Run 1, where the registers sit:
Other sequential cells in the stronger grey, the rest of the logic in the fainter grey.
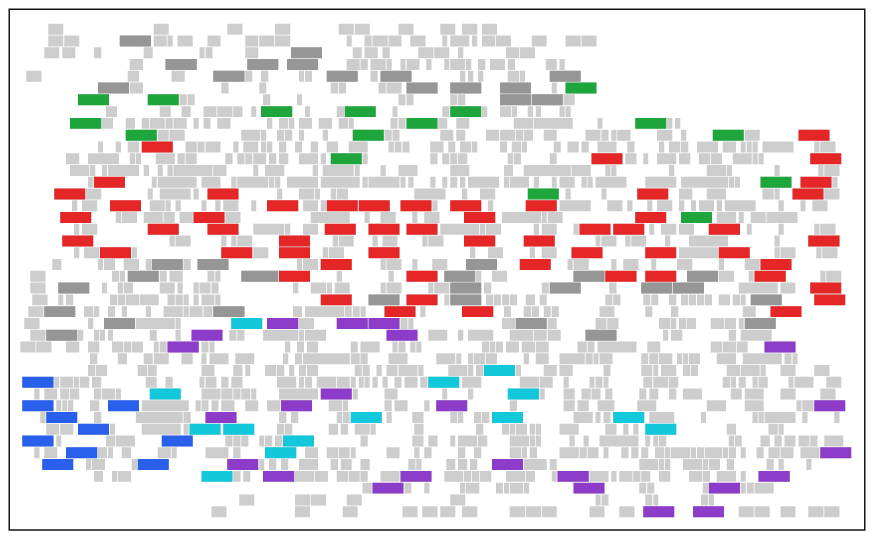
Run 1, routing congestion:
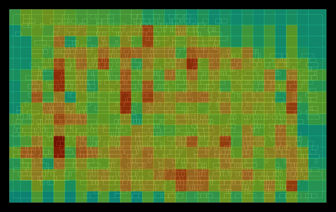
Run 1, routed clock nets over the placement:
The bar under the picture is 50 um long.
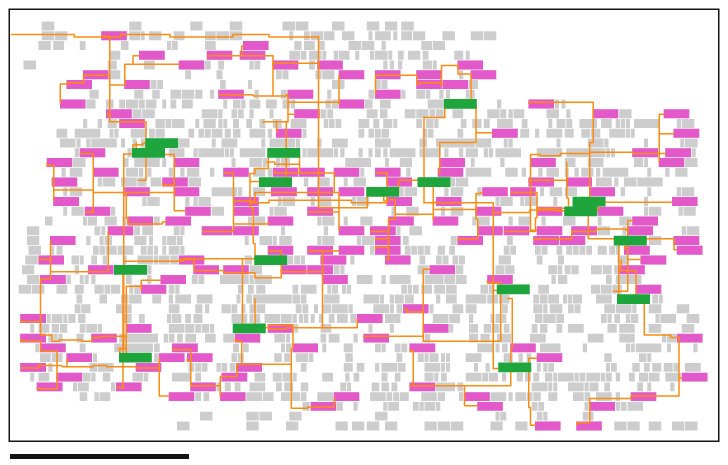
Run 1, metal 4:
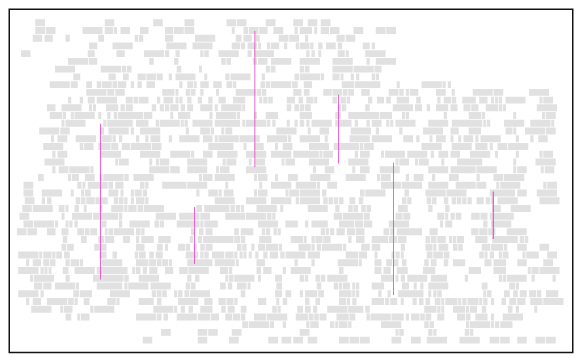
--- config.mk ---
export PLATFORM = sky130hd
export DESIGN_NAME = adc_conditioner
export DESIGN_NICKNAME = d
export VERILOG_FILES = /design/src/rtl/adc_cond_pkg.sv /design/src/rtl/adc_conditioner_moving_average.sv /design/src/rtl/adc_conditioner.sv
export SDC_FILE = /design/constraint.sdc
export NUM_CORES = 1
export LEC_CHECK = 0
export CAP_MARGIN = 20
export CORE_ASPECT_RATIO = 0.6
export CORE_MARGIN = 2
export CORE_UTILIZATION = 40
export CTS_CLUSTER_SIZE = 24
export DETAILED_ROUTE_END_ITERATION = 8
export PLACE_DENSITY_LB_ADDON = 0.12
export SLEW_MARGIN = 10
export SYNTH_ARGS = -nofsm -noshare
export SYNTH_HDL_FRONTEND = slang
export SYNTH_HIERARCHICAL = 1
export SYNTH_SLANG_ARGS = --single-unit
--- constraint.sdc ---
create_clock -name i_clock -period 4.3 [get_ports i_clock]
set_input_delay 0.645 -clock i_clock [delete_from_list [all_inputs] [get_ports i_clock]]
set_output_delay 0.645 -clock i_clock [all_outputs]
set_load 0.02 [all_outputs]
--- src/rtl/adc_cond_pkg.sv ---
// adc_cond_pkg: shared types and constants for the ADC conditioning stage.
//   cond_state_e   - conditioner FSM states (calibrating / running)
//   DacMid         - midscale offset added to the signed sample for the monitor DAC
//   sat_pos/sat_neg - symmetric saturation limits for a signed sample width
//   acc_width      - calibration accumulator width for a sample width and average length
package adc_cond_pkg;

  typedef enum logic [0:0] {
    StCal = 1'b0,
    StRun = 1'b1
  } cond_state_e;

  localparam int DacMid = 8191;

  // Largest positive value of a signed data_w-bit sample.
  function automatic int sat_pos(input int unsigned data_w);
    return (1 << (data_w - 1)) - 1;
  endfunction

  // Symmetric negative limit: the most negative code is never produced.
  function automatic int sat_neg(input int unsigned data_w);
    return -sat_pos(data_w);
  endfunction

  // Holds the sum of 2**cal_log2 signed data_w-bit samples without overflow.
  function automatic int unsigned acc_width(input int unsigned data_w,
                                            input int unsigned cal_log2);
    return data_w + cal_log2;
  endfunction

endpackage

--- src/rtl/adc_conditioner_moving_average.sv ---
// moving_average: boxcar average over the last 2**AVG_LOG2 accepted samples.
//   clock, reset_n - clock and synchronous active-low reset
//   clear          - empty the window and zero the running sum
//   in_valid       - in_data holds a new sample
//   in_data        - signed sample
//   out_valid      - one-cycle strobe, one cycle after in_valid
//   out_data       - running sum arithmetically shifted by AVG_LOG2 (floor)
// AVG_LOG2 must be at least 1.
module moving_average #(
  parameter int unsigned DATA_W   = 14,
  parameter int unsigned AVG_LOG2 = 2
) (
  input  logic                     clock,
  input  logic                     reset_n,
  input  logic                     clear,
  input  logic                     in_valid,
  input  logic signed [DATA_W-1:0] in_data,
  output logic                     out_valid,
  output logic signed [DATA_W-1:0] out_data
);

  localparam int unsigned N     = 1 << AVG_LOG2;
  localparam int unsigned SUM_W = DATA_W + AVG_LOG2;

  logic signed [DATA_W-1:0] window_q [N];
  logic signed [DATA_W-1:0] window_d [N];
  logic signed [SUM_W-1:0]  sum_q, sum_d;
  logic signed [DATA_W-1:0] avg_q, avg_d;
  logic                     valid_q, valid_d;

  always_comb begin
    window_d = window_q;
    sum_d    = sum_q;
    avg_d    = avg_q;
    valid_d  = 1'b0;
    if (clear) begin
      window_d = '{default: '0};
      sum_d    = '0;
    end else if (in_valid) begin
      window_d[0] = in_data;
      for (int unsigned i = 1; i < N; i++) begin
        window_d[i] = window_q[i-1];
      end
      // Wraparound in the intermediate is harmless: the final sum always fits SUM_W.
      sum_d   = sum_q + {{AVG_LOG2{in_data[DATA_W-1]}}, in_data}
                      - {{AVG_LOG2{window_q[N-1][DATA_W-1]}}, window_q[N-1]};
      avg_d   = sum_d[SUM_W-1:AVG_LOG2];
      valid_d = 1'b1;
    end
  end

  always_ff @(posedge clock) begin
    if (!reset_n) begin
      window_q <= '{default: '0};
      sum_q    <= '0;
      avg_q    <= '0;
      valid_q  <= 1'b0;
    end else begin
      window_q <= window_d;
      sum_q    <= sum_d;
      avg_q    <= avg_d;
      valid_q  <= valid_d;
    end
  end

  assign out_valid = valid_q;
  assign out_data  = avg_q;

endmodule

--- src/rtl/adc_conditioner.sv ---
// adc_conditioner: per-channel ADC front end ahead of the control law.
// Calibrates a DC offset from 2**CAL_LOG2 samples, then emits the sign-inverted,
// offset-corrected, symmetrically saturated and boxcar-averaged sample.
//   i_clock, i_RESET - 100 MHz clock, synchronous active-low reset
//   i_valid/i_data/i_or - sample strobe, signed sample, ADC out-of-range bit
//   i_cal_req   - restart offset calibration (wins over a coincident sample)
//   i_or_clear  - clear o_or_sticky, o_fault and the out-of-range run counter
//   o_value/o_valid - conditioned sample and its strobe (two cycles after i_valid)
//   o_dac       - offset-binary copy of o_value for the monitor DAC
//   o_offset    - offset currently subtracted
//   o_cal_busy  - calibration in progress
//   o_or_sticky - any out-of-range sample seen while running
//   o_fault     - OR_LIMIT consecutive out-of-range samples seen while running
// CAL_LOG2 must be at least 1.
module adc_conditioner
  import adc_cond_pkg::*;
#(
  parameter int unsigned DATA_W   = 14,
  parameter int unsigned CAL_LOG2 = 10,
  parameter int unsigned AVG_LOG2 = 2,
  parameter int unsigned OR_LIMIT = 16
) (
  input  logic                     i_clock,
  input  logic                     i_RESET,
  input  logic                     i_valid,
  input  logic signed [DATA_W-1:0] i_data,
  input  logic                     i_or,
  input  logic                     i_cal_req,
  input  logic                     i_or_clear,
  output logic signed [DATA_W-1:0] o_value,
  output logic                     o_valid,
  output logic        [DATA_W-1:0] o_dac,
  output logic signed [DATA_W-1:0] o_offset,
  output logic                     o_cal_busy,
  output logic                     o_or_sticky,
  output logic                     o_fault
);

  localparam int unsigned ACC_W  = acc_width(DATA_W, CAL_LOG2);
  localparam int unsigned DIFF_W = DATA_W + 2;
  localparam int unsigned OR_W   = $clog2(OR_LIMIT + 1);

  localparam logic signed [DIFF_W-1:0] SAT_P   = DIFF_W'(sat_pos(DATA_W));
  localparam logic signed [DIFF_W-1:0] SAT_N   = DIFF_W'(sat_neg(DATA_W));
  localparam logic        [DATA_W-1:0] DAC_MID = DATA_W'(DacMid);
  localparam logic        [OR_W-1:0]   OR_LIM  = OR_W'(OR_LIMIT);

  cond_state_e state_q, state_d;

  logic signed [ACC_W-1:0]  acc_q, acc_d, acc_sum;
  logic        [CAL_LOG2-1:0] cal_cnt_q, cal_cnt_d;
  logic signed [DATA_W-1:0] offset_q, offset_d;
  logic                     cal_done;
  logic                     accept;

  logic signed [DIFF_W-1:0] diff, clip;
  logic                     s1_valid_q, s1_valid_d;
  logic signed [DATA_W-1:0] s1_data_q, s1_data_d;

  logic [OR_W-1:0] or_cnt_q, or_cnt_d;
  logic            sticky_q, sticky_d;
  logic            fault_q, fault_d;

  // A calibration request discards any coincident sample.
  assign accept   = i_valid & ~i_cal_req;
  assign cal_done = (state_q == StCal) & accept & (cal_cnt_q == '1);

  // ---------------------------------------------------------------------------
  // FSM: state register, next state, outputs
  // ---------------------------------------------------------------------------
  always_ff @(posedge i_clock) begin
    if (!i_RESET) begin
      state_q <= StCal;
    end else begin
      state_q <= state_d;
    end
  end

  always_comb begin
    state_d = state_q;
    unique case (state_q)
      StCal: begin
        if (!i_cal_req && cal_done) state_d = StRun;
      end
      StRun: begin
        if (i_cal_req) state_d = StCal;
      end
      default: state_d = StCal;
    endcase
  end

  always_comb begin
    o_cal_busy = (state_q == StCal);
  end

  // ---------------------------------------------------------------------------
  // Offset calibration
  // ---------------------------------------------------------------------------
  always_comb begin
    acc_sum   = acc_q + {{CAL_LOG2{i_data[DATA_W-1]}}, i_data};
    acc_d     = acc_q;
    cal_cnt_d = cal_cnt_q;
    offset_d  = offset_q;
    if (i_cal_req) begin
      acc_d     = '0;
      cal_cnt_d = '0;
    end else if (cal_done) begin
      // Upper bits of the sum are the floor of the mean.
      offset_d  = acc_sum[ACC_W-1:CAL_LOG2];
      acc_d     = '0;
      cal_cnt_d = '0;
    end else if ((state_q == StCal) && i_valid) begin
      acc_d     = acc_sum;
      cal_cnt_d = cal_cnt_q + 1'b1;
    end
  end

  always_ff @(posedge i_clock) begin
    if (!i_RESET) begin
      acc_q     <= '0;
      cal_cnt_q <= '0;
      offset_q  <= '0;
    end else begin
      acc_q     <= acc_d;
      cal_cnt_q <= cal_cnt_d;
      offset_q  <= offset_d;
    end
  end

  // ---------------------------------------------------------------------------
  // Stage 1: sign-inverting offset subtraction and symmetric saturation
  // ---------------------------------------------------------------------------
  always_comb begin
    // Board wiring inverts the signal, hence offset minus sample.
    diff = {{2{offset_q[DATA_W-1]}}, offset_q} - {{2{i_data[DATA_W-1]}}, i_data};
    if (diff > SAT_P) begin
      clip = SAT_P;
    end else if (diff < SAT_N) begin
      clip = SAT_N;
    end else begin
      clip = diff;
    end
    s1_data_d  = clip[DATA_W-1:0];
    s1_valid_d = (state_q == StRun) & accept;
  end

  always_ff @(posedge i_clock) begin
    if (!i_RESET) begin
      s1_valid_q <= 1'b0;
      s1_data_q  <= '0;
    end else begin
      s1_valid_q <= s1_valid_d;
      s1_data_q  <= s1_data_d;
    end
  end

  // ---------------------------------------------------------------------------
  // Stage 2: moving average, window emptied as calibration completes
  // ---------------------------------------------------------------------------
  moving_average #(
    .DATA_W  (DATA_W),
    .AVG_LOG2(AVG_LOG2)
  ) u_avg (
    .clock    (i_clock),
    .reset_n  (i_RESET),
    .clear    (cal_done),
    .in_valid (s1_valid_q),
    .in_data  (s1_data_q),
    .out_valid(o_valid),
    .out_data (o_value)
  );

  // Fixed offset of the registered average, so it changes on the same edge.
  assign o_dac = o_value + DAC_MID;

  // ---------------------------------------------------------------------------
  // Out-of-range tracking
  // ---------------------------------------------------------------------------
  always_comb begin
    or_cnt_d = or_cnt_q;
    sticky_d = sticky_q;
    fault_d  = fault_q;
    if (i_or_clear) begin
      or_cnt_d = '0;
      sticky_d = 1'b0;
      fault_d  = 1'b0;
    end else if ((state_q == StRun) && accept) begin
      if (i_or) begin
        sticky_d = 1'b1;
        if (or_cnt_q != OR_LIM) or_cnt_d = or_cnt_q + 1'b1;
        if (or_cnt_d == OR_LIM) fault_d = 1'b1;
      end else begin
        or_cnt_d = '0;
      end
    end
  end

  always_ff @(posedge i_clock) begin
    if (!i_RESET) begin
      or_cnt_q <= '0;
      sticky_q <= 1'b0;
      fault_q  <= 1'b0;
    end else begin
      or_cnt_q <= or_cnt_d;
      sticky_q <= sticky_d;
      fault_q  <= fault_d;
    end
  end

  assign o_offset    = offset_q;
  assign o_or_sticky = sticky_q;
  assign o_fault     = fault_q;

endmodule

==> out/results.txt, run 1 <==
non-clk buf share: 0.07177
clock skew: 9.375 ps
ratio of cells with drive above 1 in the final layout: 0.05531
tap cells: 286
cell count after placement: 1,392
Worst Hold End: u_avg/sum_q[14]$_SDFFE_PP0P_
relative slew slack: 0.4987
ys cells: 1,068
Vias/cell: 5.144
CTS buffer count: 17
yosys simple share: 0.1809
Final Setup Violations: 0
TritonRoute pass-1 iters: 5
Top FF cell, synth: dfxtp_1
nonclk buf count: 77
clock sinks: 158
hold-fix buffers at CTS: 0
met2 routed WL: 8149 um
reg2reg setup slack: 1310 ps
final WL: 21,390 um
fillers: 2,146
Max-area cell class: multi-input combinational cells
crit share post-route: 0.7868
mux share: 0.07469
synthesized area: 8979 um2
largest net degree at the start of global routing: 54
warnings from Yosys: 6
seq_cells: 158
clk root buf: clkbuf_16
antenna violations before repair: 0
DIE HEIGHT: 120.1 um
Final Net Count: 1,221
PwrDens: 349.1 nW/um2
RSZ-0062 raised after global routing: false
inverter count: 92
Yosys Chip Area: 8979 um2
Post-synth EDFFs: 0
# rows: 42
Synth flops: 158
fmax: 295.6 MHz
status: complete, no violations
DRC: 0
CP top delay family: AND-OR/OR-AND gates
logic share of the area: 0.5014
htree depth: 4
CP Data Required Time: 4620 ps
Notes on 'where the registers sit' above:
Red shows u_avg/window_q, placed flops 56, where a band across the middle. Cyan shows o_offset, placed flops 14. Green shows u_avg/sum_q, placed flops 16. Purple shows acc_q, placed flops 24. Blue shows cal_cnt_q, placed flops 10, where bottom left.
post-layout util: 0.4814
flop share of the area: 0.2987
register area: 3167 um2

Notes on 'routing congestion' above:
gr usage total: 0.1903
Routed wire per std cell: 15.01 um
met1 GRT Util: 0.3060

Notes on 'routed clock nets over the placement' above:
Green shows clock drivers, count 17. Magenta shows flip-flops, count 158. Orange shows clock wires, length 2,290 um.
There are 18 routed clock nets.

Notes on 'metal 4' above:
The longest straight run is 54.4 um. 2 nets have wire on it. The wires run mostly vertical. The layer holds 0.97% of the routed length. The layer carries 208 um of wire.

## run 1: metrics by stage
step,cell area (um2),power (uW),utilization
finish,10600,3701,0.4814
floorplan,8979,1892,-
CTS,10590,3737,0.4807
detailed placement,9931,2020,0.4510
global placement,9931,2019,0.4510
global route,10600,3862,0.4814
## run 1: report_power, final
part	internal, uW	switching [uW]	leakage [uW]
Combinational	199	296	0.00267
Sequential	1480	16.5	0.00128
Clock	1060	651	0.000314
Total	2740	963	0.00427
## run 1: flip-flops by register name, summed over array words and instances, names as in the netlist
name	flops
acc_q	24
cal_cnt_q	10
o_fault	1
o_offset	14
o_or_sticky	1
or_cnt_q	5
s1_data_q	14
s1_valid_q	1
state_q	1
u_avg/out_data	14
u_avg/out_valid	1
u_avg/sum_q	16
u_avg/window_q	56
==> inputs of run 2 (changes only) <==
- clock period: 4.3 -> 3.1 ns (I/O delays scaled with it)
Run 2, where the registers sit:
Other sequential cells in the stronger grey, the rest of the logic in the fainter grey.
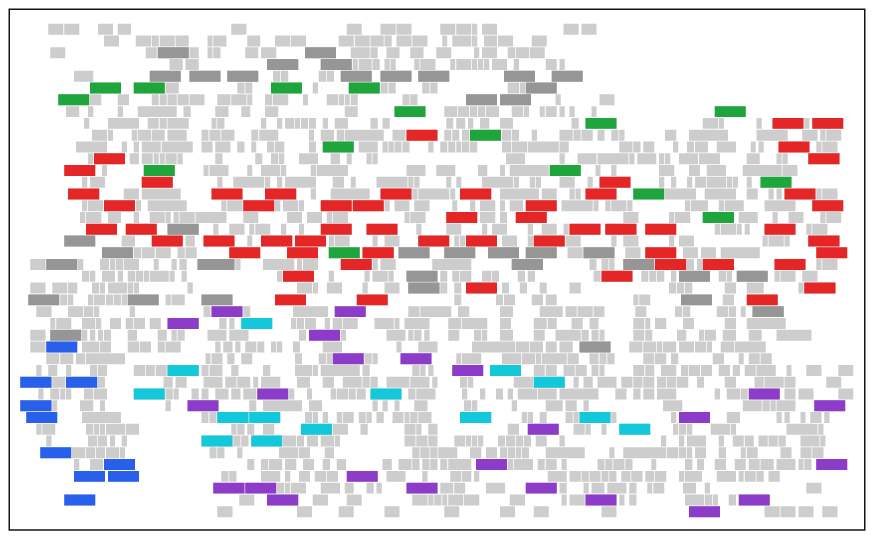
Purple shows acc_q, placed flops 24. Green shows u_avg/sum_q, placed flops 16. Blue shows cal_cnt_q, placed flops 10, where bottom left. Red shows u_avg/window_q, placed flops 56, where a band across the middle. Cyan shows o_offset, placed flops 14.
Another 38 sequential cells are not coloured.
post-layout util: 0.5044
flop share of the area: 0.2851
Seq power: 2080 uW

Run 2, routed clock nets over the placement:
The bar under the picture is 50 um long.
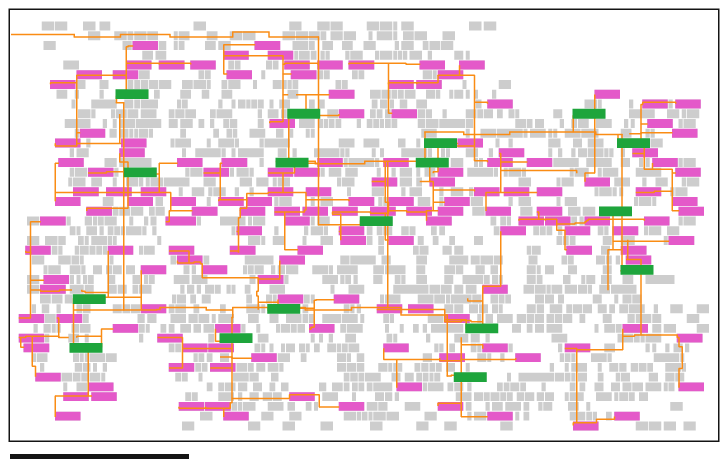
Green shows clock drivers, count 17. Magenta shows flip-flops, count 158. Orange shows clock wires, length 2,200 um.
Position of the flops: widely spread.
Clock Power Share: 0.426
clock skew: 8.978 ps
Late-Pin Clk Latency: 440 ps

Run 2, routing congestion:
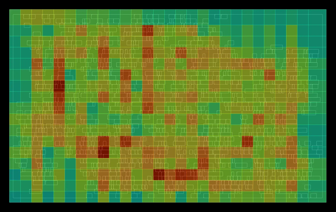
gr usage total: 0.1948
Routed wire per std cell: 14.80 um
GR Util met2: 0.2507
met1 GRT Util: 0.3095
global route hottest layer: met1

==> run 2 against run 1 <==
Compared with the run above:
- flip-flop count unchanged
- hold slack worse by 0.88 ps
- via count up 2.2%
- critical endpoint is now u_avg/out_data[12]$_SDFFE_PN0P_
- worst setup slack worse by 790 ps
==> out/results.txt, run 2 <==
RSZ-0062 raised after global routing: false
DIE HEIGHT: 120.1 um
crit share post-route: 0.9589
Top FF cell, synth: dfxtp_1
Final Setup Violations: 0
clk root buf: clkbuf_16
ratio of cells with drive above 1 in the final layout: 0.1132
status: complete, no violations
Final Net Count: 1,283
top power group: clock
Clk. pwr: 2100 uW
yosys simple share: 0.1809
synthesized area: 8979 um2
htree depth: 4
PwrDens: 444.3 nW/um2
clock sinks: 158
Biggest register: u_avg/window_q
Synth flops: 158
TritonRoute pass-1 iters: 5
Int Pwr: 3499 uW
antenna violations before repair: 0
cell count after placement: 1,455
dpl cell area: 10,430 um2
CP Data Required Time: 3490 ps
max FFs per register: 56
DRC: 0
ys cells: 1,068
# rows: 42
Sw Share: 0.2908
warnings from Yosys: 6
Seq pwr share: 0.421
Yosys Chip Area: 8979 um2
relative slew slack: 0.4801
Post-synth EDFFs: 0
combinational cell power: 754 uW
CTS buffer count: 17
reg2reg setup slack: 130 ps
met2 routed WL: 8131 um
run 2: cell counts after synthesis:
Identical to the previous run, type by type.
run 2: cell type report:
type / count / area, um2
Timing Repair Buffer: 139 / 1244
Fill cell: 2077 / 10910
Sequential cell: 158 / 3167
Clock inverter: 14 / 137.6
Tap cell: 286 / 357.8
Clock buffer: 18 / 450.4
Multi-Input combinational cell: 780 / 5404
Inverter: 92 / 345.3
run 2: critical path, delay by kind of cell (launching register included):
kind,cells,cell delay (ps)
AND-OR/OR-AND,4,1080
adder cells (fa/ha/maj),2,870
flip-flops,1,360
multiplexers,1,330
AND/OR/NAND/NOR,1,150
buffers and inverters,2,110
run 2: routing by layer:
metal | vias up | track usage
met4 | 0 | 0.05357
met1 | 3465 | 0.3095
li1 | 3905 | -
met2 | 104 | 0.2507
met5 | - | 0
met3 | 15 | 0.04947
Power is estimated from default activity; no workload was simulated.
